==> config.mk <==
export PLATFORM = sky130hd
export DESIGN_NAME = cla_nibble_sequencer_flat
export DESIGN_NICKNAME = d
export VERILOG_FILES = /design/src/rtl/cla_nibble_sequencer_if.sv /design/src/rtl/cla_nibble_sequencer.sv /design/src/flat_wrapper.sv
export SDC_FILE = /design/constraint.sdc
export NUM_CORES = 1
export LEC_CHECK = 0
export CORE_MARGIN = 2
export CORE_UTILIZATION = 47
export DETAILED_ROUTE_END_ITERATION = 10
export PLACE_DENSITY = 0.79
export SLEW_MARGIN = 20
export SYNTH_ARGS = -nofsm -noshare
export SYNTH_HDL_FRONTEND = slang
export SYNTH_SLANG_ARGS = --single-unit
==> constraint.sdc <==
create_clock -name clk -period 2.3 [get_ports clk]
set_input_delay 0.23 -clock clk [delete_from_list [all_inputs] [get_ports clk]]
set_output_delay 0.23 -clock clk [all_outputs]
set_load 0.02 [all_outputs]
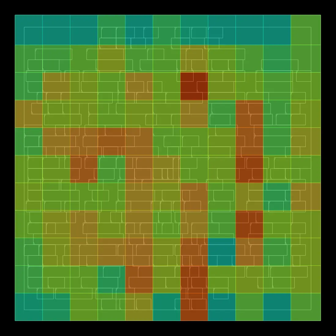
Fig. 1. Routing congestion (run 1).
Wirelength per Cell: 15.5 um
Post-Route Utilization: 66.8%
GRT Total Usage: 17.4%
met3 Use GR: 5.33%

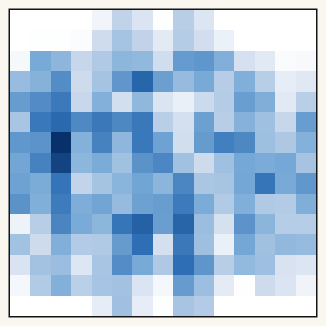
Fig. 2. Signal metal coverage by tile (run 1).
(4 px per um) The die is cut into 15 by 15 equal tiles; white is low, dark blue is high, scaled to the fullest tile. Values are wire area over tile area, all layers added.
mean over tiles	0.13
emptiest ninth of the die	north-east
tiles over half the peak	28%
densest ninth of the die	west
fullest tile	0.36
routed via count: 1557
drt total wl: 4.79 mm

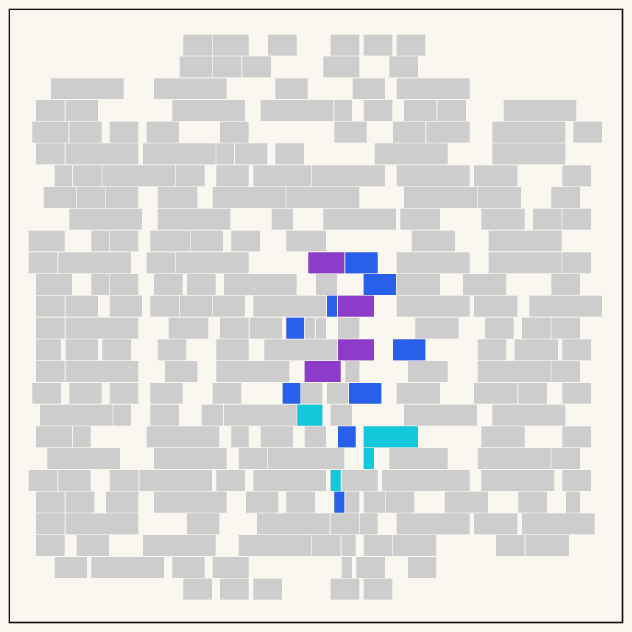
Fig. 3. Selected gate families (run 1).
(8 px per um)
colour	family	cells
blue	nand cells	9
purple	fa/ha/maj cells	4
cyan	nor cells	4
final non-filler cell total: 309
Top cell excl fill/tap: clkdlybuf4s50_1
combinational share of cell area: 31.1%

==> reports/results.tsv, run 1 <==
stage	metric	value	unit
run_status	status	finished, violations left	
run_status	violations	negative hold slack	
layout	layout.area.comb	1050	sq um
layout	nets	285	
layout	seq_cells	54	
run	maxCapViolCount	0	
timing	holdWs	-0.0162	ns
global_routing	antenna_found_initial	0	
synthesis	floorplan.nets	209	
power	p_total	0.00497	W
clock_tree	numCtsBuffers	5	
timing	fin_tns_setup	0	ns
layout	regArea	1350	sq um
detailed_routing	routed_via_density	5.04	
power	internal-power	0.00323	W
synthesis	ff_type	dfrtp_1	
setup_path	critPathLaunchType	register	
floorplan	die-area	5850	sq um
floorplan	coreArea	5070	sq um
timing	hold_viol	32	
==> run 2: changes to the inputs <==
Settings changed: TNS_END_PERCENT set to 50.
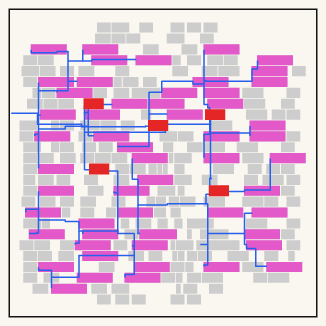
Fig. 4. Clock distribution (run 2).
(4 px per um)
[red] clock drivers | count: 5
[blue] clock wires | length: 551 um
[magenta] flip-flops | count: 54
routed clock nets	6
flops lie	all over the die
clk latency late pin: 0.29 ns
Clk power: 0.000632 W
clock skew: 0.00294 ns
clock power share: 12.7%

==> run 2 against run 1 <==
The flow still finishes with violations (negative hold slack). Synthesized cell count is the same. Worst setup slack is the same. Die size is the same. Critical path depth is the same. Critical path type unchanged. Combinational power is essentially flat. First-iteration DRC count is the same. Total power is the same. Hold slack is the same. Final area is the same. Non-clock buffer count is the same.
==> reports/results.tsv, run 2 <==
stage	metric	value	unit
run_status	status	finished, violations left	
run_status	violations	negative hold slack	
synthesis	top_area_cell	dfrtp_1	
run	maxCapViolCount	0	
floorplan	die-area	5850	sq um
layout	nets	285	
layout	comb_share	31.1	%
layout	fill_cells	395	
layout	clk_share	3.32	%
floorplan	coreArea	5070	sq um
power	swShare	35.0	%
layout	instances_no_fill	309	
synthesis	yosys.area_share.aoi	3.85	%
power	leakagePower	1.59	nW
timing	hold_viol	32	
setup_path	slowest_delay	0.60	ns
clock_tree	htree_levels	2	
layout	layout_top_cell	clkdlybuf4s50_1	
power	p_total	0.00497	W
layout	final_util	66.8	%
global_routing	antenna_found_initial	0	
synthesis	yosys-top-cells-area	dfrtp_1, mux2_2, mux2_4	
global_routing	grt_usage	17.4	%
layout	regArea	1350	sq um
global_routing	grt_overflow	0	
synthesis	syn_inst	163	
detailed_routing	vias	1557	
floorplan	taps	70	
detailed_routing	routed_wl	4.79	mm
layout	num_antenna_cells	0	
setup_path	ff2ff_setup_slack	0.72	ns
setup_path	critPathLaunchType	register	
clock_tree	numCtsBuffers	5	
placed_design	dp.cells	302	
placed_design	dp_hpwl	3.52	mm
layout	seq_cells	54	
layout	comb_cells	100	
synthesis	ff_type	dfrtp_1	
layout	layout.area.comb	1050	sq um
power	internal-power	0.00323	W
setup_path	endpoint_kind	primary output	
timing	holdWs	-0.0162	ns
synthesis	top_cells_by_count	dfrtp_1, mux2_2, mux2_4, mux2i_1, o22ai_1	
synthesis	floorplan.nets	209	
synthesis	syn_area_per_cell	15.1	sq um
detailed_routing	routed_via_density	5.04	
detailed_routing	wl_per_cell	15.5	um
synthesis	synth_area	2470	sq um
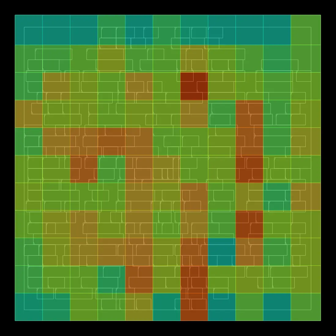
Fig. 5. Routing congestion (run 2).
grt met2 use: 28.9%
met1 Track Usage GR: 22.8%
GR peak layer: met2

Power and IR drop assume default switching activity.
